==> config.mk <==
export PLATFORM = sky130hd
export DESIGN_NAME = m2p_pipe_arbiter
export DESIGN_NICKNAME = d
export VERILOG_FILES = /design/src/rtl/out2int_pkg.sv /design/src/rtl/m2p_fifo2.sv /design/src/rtl/m2p_pipe_arbiter.sv
export SDC_FILE = /design/constraint.sdc
export NUM_CORES = 1
export LEC_CHECK = 0
export ABC_CLOCK_PERIOD_IN_PS = 10600
export CAP_MARGIN = 25
export CELL_PAD_IN_SITES_DETAIL_PLACEMENT = 1
export CELL_PAD_IN_SITES_GLOBAL_PLACEMENT = 1
export CORE_AREA = 5 5 291 293
export CTS_BUF_LIST = sky130_fd_sc_hd__clkbuf_4 sky130_fd_sc_hd__clkbuf_8
export CTS_CLUSTER_SIZE = 12
export DETAILED_ROUTE_END_ITERATION = 10
export DIE_AREA = 0 0 296 298
export GPL_ROUTABILITY_DRIVEN = 0
export HOLD_SLACK_MARGIN = 0.05
export MAX_ROUTING_LAYER = met4
export PLACE_DENSITY = 0.9
export REMOVE_ABC_BUFFERS = 1
export SETUP_SLACK_MARGIN = 0.5
export SLEW_MARGIN = 20
export SYNTH_ARGS = -nofsm -noshare
export SYNTH_HDL_FRONTEND = slang
export SYNTH_SLANG_ARGS = --single-unit
export TNS_END_PERCENT = 5
==> constraint.sdc <==
create_clock -name CLK -period 10.6 [get_ports CLK]
set_clock_uncertainty 0.05 [all_clocks]
set_input_delay 1.59 -clock CLK [delete_from_list [all_inputs] [get_ports CLK]]
set_output_delay 1.59 -clock CLK [all_outputs]
set_load 0.005 [all_outputs]
==> src/rtl/out2int_pkg.sv <==
// Shared portal-to-pipe constants: message layout and default requester count.
package out2int_pkg;

  localparam int unsigned LenW     = 16;
  localparam int unsigned MethodW  = 16;
  localparam int unsigned TagW     = 16;
  localparam int unsigned HdrW     = 16;
  localparam int unsigned PayloadW = 128;
  localparam int unsigned MsgW     = HdrW + PayloadW;
  localparam int unsigned DefNport = 4;
  localparam int unsigned CountW   = 16;

  typedef struct packed {
    logic [LenW-1:0]    len;
    logic [MethodW-1:0] method;
    logic [TagW-1:0]    tag;
  } portal_hdr_t;

endpackage

==> src/rtl/m2p_fifo2.sv <==
// Two-entry message FIFO; accepts a push when full if a pop happens on the same edge.
module m2p_fifo2
  import out2int_pkg::*;
#(
  parameter int unsigned MSGW = MsgW
) (
  input  logic            CLK,
  input  logic            nRST,
  input  logic            i_enq_ena,
  input  logic [MSGW-1:0] i_enq_data,
  output logic            o_enq_rdy,
  input  logic            i_deq_ena,
  output logic            o_deq_rdy,
  output logic [MSGW-1:0] o_deq_data,
  output logic [1:0]      o_count
);

  logic [MSGW-1:0] r_mem [2];
  logic            r_wptr;
  logic            r_rptr;
  logic [1:0]      r_count;
  logic            w_enq;
  logic            w_deq;

  assign w_deq      = i_deq_ena && (r_count != 2'd0);
  assign o_enq_rdy  = (r_count != 2'd2) || w_deq;
  assign w_enq      = i_enq_ena && o_enq_rdy;
  assign o_deq_rdy  = (r_count != 2'd0);
  assign o_deq_data = r_mem[r_rptr];
  assign o_count    = r_count;

  always_ff @(posedge CLK or negedge nRST) begin
    if (!nRST) begin
      r_wptr  <= 1'b0;
      r_rptr  <= 1'b0;
      r_count <= 2'd0;
    end else begin
      if (w_enq) r_wptr <= ~r_wptr;
      if (w_deq) r_rptr <= ~r_rptr;
      r_count <= r_count + {1'b0, w_enq} - {1'b0, w_deq};
    end
  end

  always_ff @(posedge CLK) begin
    if (w_enq) r_mem[r_wptr] <= i_enq_data;
  end

endmodule

==> src/rtl/m2p_pipe_arbiter.sv <==
// Round-robin merge of NPORT single-slot requesters into one pipe via a 2-entry FIFO.
module m2p_pipe_arbiter
  import out2int_pkg::*;
#(
  parameter int unsigned NPORT = DefNport,
  parameter int unsigned MSGW  = MsgW
) (
  input  logic                  CLK,
  input  logic                  nRST,
  input  logic [NPORT-1:0]      in_enq_ena_i,
  input  logic [NPORT*MSGW-1:0] in_enq_v_i,
  output logic [NPORT-1:0]      in_enq_rdy_o,
  output logic                  pipe_enq_ena_o,
  output logic [MSGW-1:0]       pipe_enq_v_o,
  input  logic                  pipe_enq_rdy_i,
  output logic [CountW-1:0]     stat_count_o
);

  localparam int unsigned PtrW = (NPORT > 1) ? $clog2(NPORT) : 1;

  logic [NPORT-1:0]  r_hold_v;
  logic [MSGW-1:0]   r_hold_d [NPORT];
  logic [PtrW-1:0]   r_rr;
  logic [CountW-1:0] r_count;

  logic              w_found;
  logic [PtrW-1:0]   w_win;
  logic [PtrW-1:0]   w_idx;
  logic [PtrW-1:0]   w_rr_next;
  logic              w_move;
  logic              w_pop;
  logic              w_fifo_enq_rdy;
  logic              w_fifo_deq_rdy;
  logic [MSGW-1:0]   w_fifo_head;
  logic [1:0]        w_fifo_count;

  // First set hold slot at or after r_rr, wrapping.
  always_comb begin
    w_found = 1'b0;
    w_win   = '0;
    w_idx   = '0;
    for (int unsigned k = 0; k < NPORT; k++) begin
      w_idx = PtrW'((32'(r_rr) + k) % NPORT);
      if (!w_found && r_hold_v[w_idx]) begin
        w_found = 1'b1;
        w_win   = w_idx;
      end
    end
  end

  assign w_move    = w_found && w_fifo_enq_rdy;
  assign w_pop     = pipe_enq_ena_o && pipe_enq_rdy_i;
  assign w_rr_next = (w_win == PtrW'(NPORT - 1)) ? '0 : w_win + 1'b1;

  always_ff @(posedge CLK or negedge nRST) begin
    if (!nRST) begin
      r_hold_v <= '0;
      r_rr     <= '0;
      r_count  <= '0;
    end else begin
      for (int i = 0; i < NPORT; i++) begin
        if (w_move && (w_win == PtrW'(i))) begin
          r_hold_v[i] <= 1'b0;
        end else if (in_enq_ena_i[i] && !r_hold_v[i]) begin
          r_hold_v[i] <= 1'b1;
        end
      end
      if (w_move) r_rr <= w_rr_next;
      if (w_pop) r_count <= r_count + 1'b1;
    end
  end

  always_ff @(posedge CLK) begin
    for (int i = 0; i < NPORT; i++) begin
      if (in_enq_ena_i[i] && !r_hold_v[i]) r_hold_d[i] <= in_enq_v_i[i*MSGW +: MSGW];
    end
  end

  m2p_fifo2 #(
    .MSGW (MSGW)
  ) u_fifo (
    .CLK        (CLK),
    .nRST       (nRST),
    .i_enq_ena  (w_found),
    .i_enq_data (r_hold_d[w_win]),
    .o_enq_rdy  (w_fifo_enq_rdy),
    .i_deq_ena  (pipe_enq_rdy_i),
    .o_deq_rdy  (w_fifo_deq_rdy),
    .o_deq_data (w_fifo_head),
    .o_count    (w_fifo_count)
  );

  assign in_enq_rdy_o   = ~r_hold_v;
  assign pipe_enq_ena_o = w_fifo_deq_rdy;
  assign pipe_enq_v_o   = w_fifo_head;
  assign stat_count_o   = r_count;

  // FIFO occupancy and its valid flag must always agree.
  assert property (@(posedge CLK) disable iff (!nRST)
                   (w_fifo_count <= 2'd2) && (w_fifo_deq_rdy == (w_fifo_count != 2'd0)));

endmodule

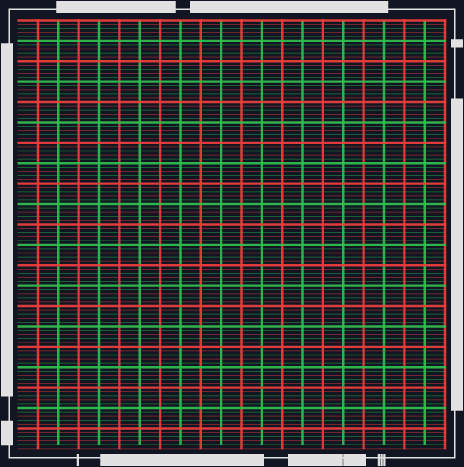
Fig. 1. PDN straps and rails.
Drawn at 1.5 px/um. Pins as bars on the die edge.
VSS: in red. VDD: in green.
The core has 105 rows. 748 signal pins sit on the boundary. 21 straps on met5.
die boundary height: 298 um
area of the core: 0.08158 mm2
Die X-Extent: 296 um
Peak VDD IR: 283.2 uV

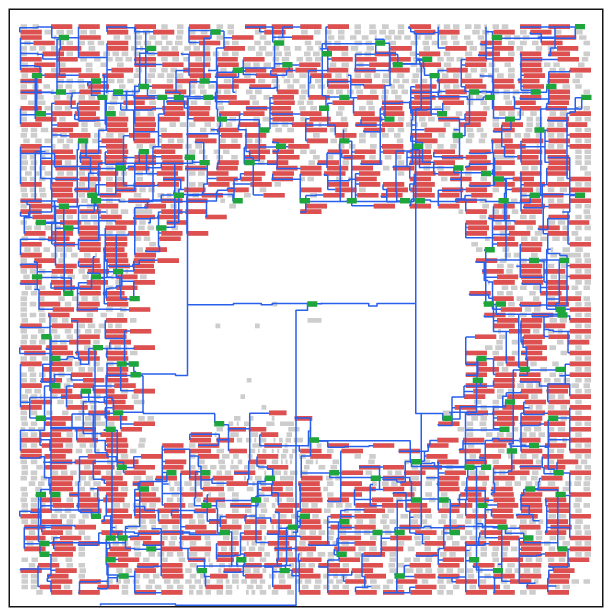
Fig. 2. Clock wires, drivers and flops.
Drawn at 2 px/um.
clock wires: in blue, length 12500 um. flip-flops: in red, count 890. clock drivers: in green, count 147.
Position of the flops: spread over the die. There are 148 routed clock nets.
reported clock group power: 3.00 mW
Skew-Pair Late Insertion Delay: 0.82 ns
clock network fraction of total power: 20.9%

==> run notes <==
flow finished, numbers: run status=finished, final reports clean, depth of the worst register-to-register path=7, fraction of power spent switching nets=33.61%, detailed-placement wirelength estimate=73410 um, largest cells by area after synthesis=sky130_fd_sc_hd__edfxtp_1, sky130_fd_sc_hd__mux2i_1, sky130_fd_sc_hd__mux2_2, global-route wire length before repair=151800 um, Setup-failing EPs final=0, total net switching power=4.842 mW, Reg with most FFs=r_hold_d, Fin. Hold Viols=0, antenna fix cells=45, number of logic stages on the critical path including buffering=4, total count of max-transition violations in the final report=0, layout buffering overhead excluding clock cells=17.08%, timing startpoint of the critical path=u_fifo.r_rptr$_DFFE_PN0P_, logic area=0.006524 mm2, power dissipated in combinational cells=5.42 mW, standard cell area after detailed placement=0.04220 mm2, ys async rst share=2.921%, mean area per synthesized cell=21.11 um2, Filler cells=7356, total routing usage reported by global routing=24.64%, clock tree from TritonCTS=yes, register fraction of the total cell area=58.85%, crit-path max cell delay=0.59 ns, Final #Nets=3056, critical path endpoint category=output port, Critical Path Start Type=flop, die area=0.08821 mm2, power attributed to sequential cells=5.98 mW, register area=0.02660 mm2, Top cell area share=76.17%, Fin Setup TNS=0 ns, largest driver fanout on the critical path=53, tightest slew margin relative to the limit=25.18%, top routing layer in use=met4, Port Buffers=747, DRC errors left=0, Multi-input comb cells=649, most frequent logic cell in the layout=sky130_fd_sc_hd__edfxtp_1, combinational power share=37.6%, critical path data required time=8.96 ns, most instantiated logic cells after routing=sky130_fd_sc_hd__edfxtp_1, sky130_fd_sc_hd__clkdlybuf4s50_1, sky130_fd_sc_hd__mux2i_1, share of layout cells above drive strength 1=16.22%, count of H-tree levels built during CTS=4, clk slew on worst S/H paths=0.07 ns, antenna viol nets, final=0, count of max-cap constraint violations=0, number of clock buffers inserted by TritonCTS=147, Pwr top=sequential cells, worst-path cell with the longest stage delay=sky130_fd_sc_hd__dfrtp_4, buffer depth of the longest clock path=3, most frequent cells after synthesis=sky130_fd_sc_hd__edfxtp_1, sky130_fd_sc_hd__mux2i_1, sky130_fd_sc_hd__mux2_2, Netlist Area Pre-Place=0.03406 mm2, Root Buffer Master=sky130_fd_sc_hd__clkbuf_8, internal power=9.564 mW, number of standard cells reported by yosys=1614, pin slew with the least headroom to its limit=1.122 ns, overflow left after global routing=0, total number of sequential cells=890, Layout clock buffers=194, unrepaired setup endpoints after global routing=false, number of buffers inserted by post-CTS setup repair=0, series of cell instances along the critical path=buf_4 > buf_16 > mux2_2 > clkdlybuf4s50_1, Crit Reg-Reg Startpoint=r_hold_v[0]$_DFFE_PN0P_, largest net degree at the start of global routing=145, last element of the critical path=pipe_enq_v_o[16], Hold Path Class=reg -> reg, final critical delay including setup and external delays=4.763 ns, fp_density=41.75%, most used routing layer=met2, cycle use final=44.93%, Via density=5.150, Hold Path Cell Cnt=1, data arrival time of the worst path=3.12 ns, commonest register cell after synthesis=sky130_fd_sc_hd__edfxtp_1, count of plain and timing-repair buffers=772, flip-flops with a built-in enable=864, row cnt=105, total power density per cell area=318.7 mW/mm2, cell type group with the largest total delay on the critical path=buffers and inverters, most frequently used cell type in the post-synthesis netlist=sky130_fd_sc_hd__edfxtp_1, post-synthesis cell type with the largest combined area=sky130_fd_sc_hd__edfxtp_1, hold buffer count at CTS=0
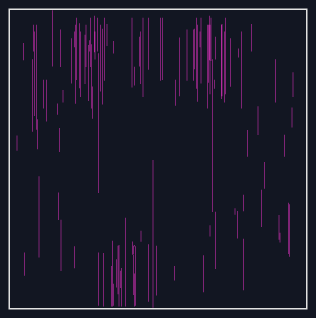
Fig. 3. Signal wires on met4.
Drawn at 1 px/um.
89 nets have wire on it. The layer carries 5210 um of wire. The longest straight run is 152 um.
DR vias: 19050
post-detailed-routing wire length: 110100 um

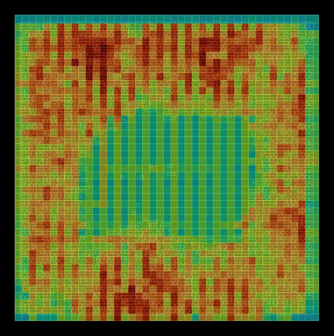
Fig. 4. Congestion heat map.
global routing met3 resource utilization: 6.749%
met2 track demand over resource: 43.93%
met1 track demand over resource: 24.53%
average detailed-routed wire length per instance: 29.78 um

-- metrics by stage --
| step | cells | setup WS, ns | util [%] | power, mW |
|---|---|---|---|---|
| finish | 3698 | 5.837 | 55.40 | 14.41 |
| CTS | 3652 | 5.558 | 55.23 | 14.47 |
| floorplan | 1548 | 1.511 | - | 9.470 |
| global route | 3698 | 5.732 | 55.40 | 14.98 |
| detailed placement | 3389 | 5.878 | 51.72 | 11.37 |
| global placement | 3389 | 6.019 | 51.72 | 10.93 |
-- cell families after synthesis --
logic type / after synthesis / share of synthesized area [%]
flops: 890 / 78.08
mux: 578 / 17.52
buf+inv: 75 / 2.858
simple gates: 34 / 0.5474
xor+xnor: 19 / 0.4885
compound gates: 14 / 0.3637
fa+ha+maj: 4 / 0.1469
Power figures rest on the tool's default switching activity, not on a simulated workload.
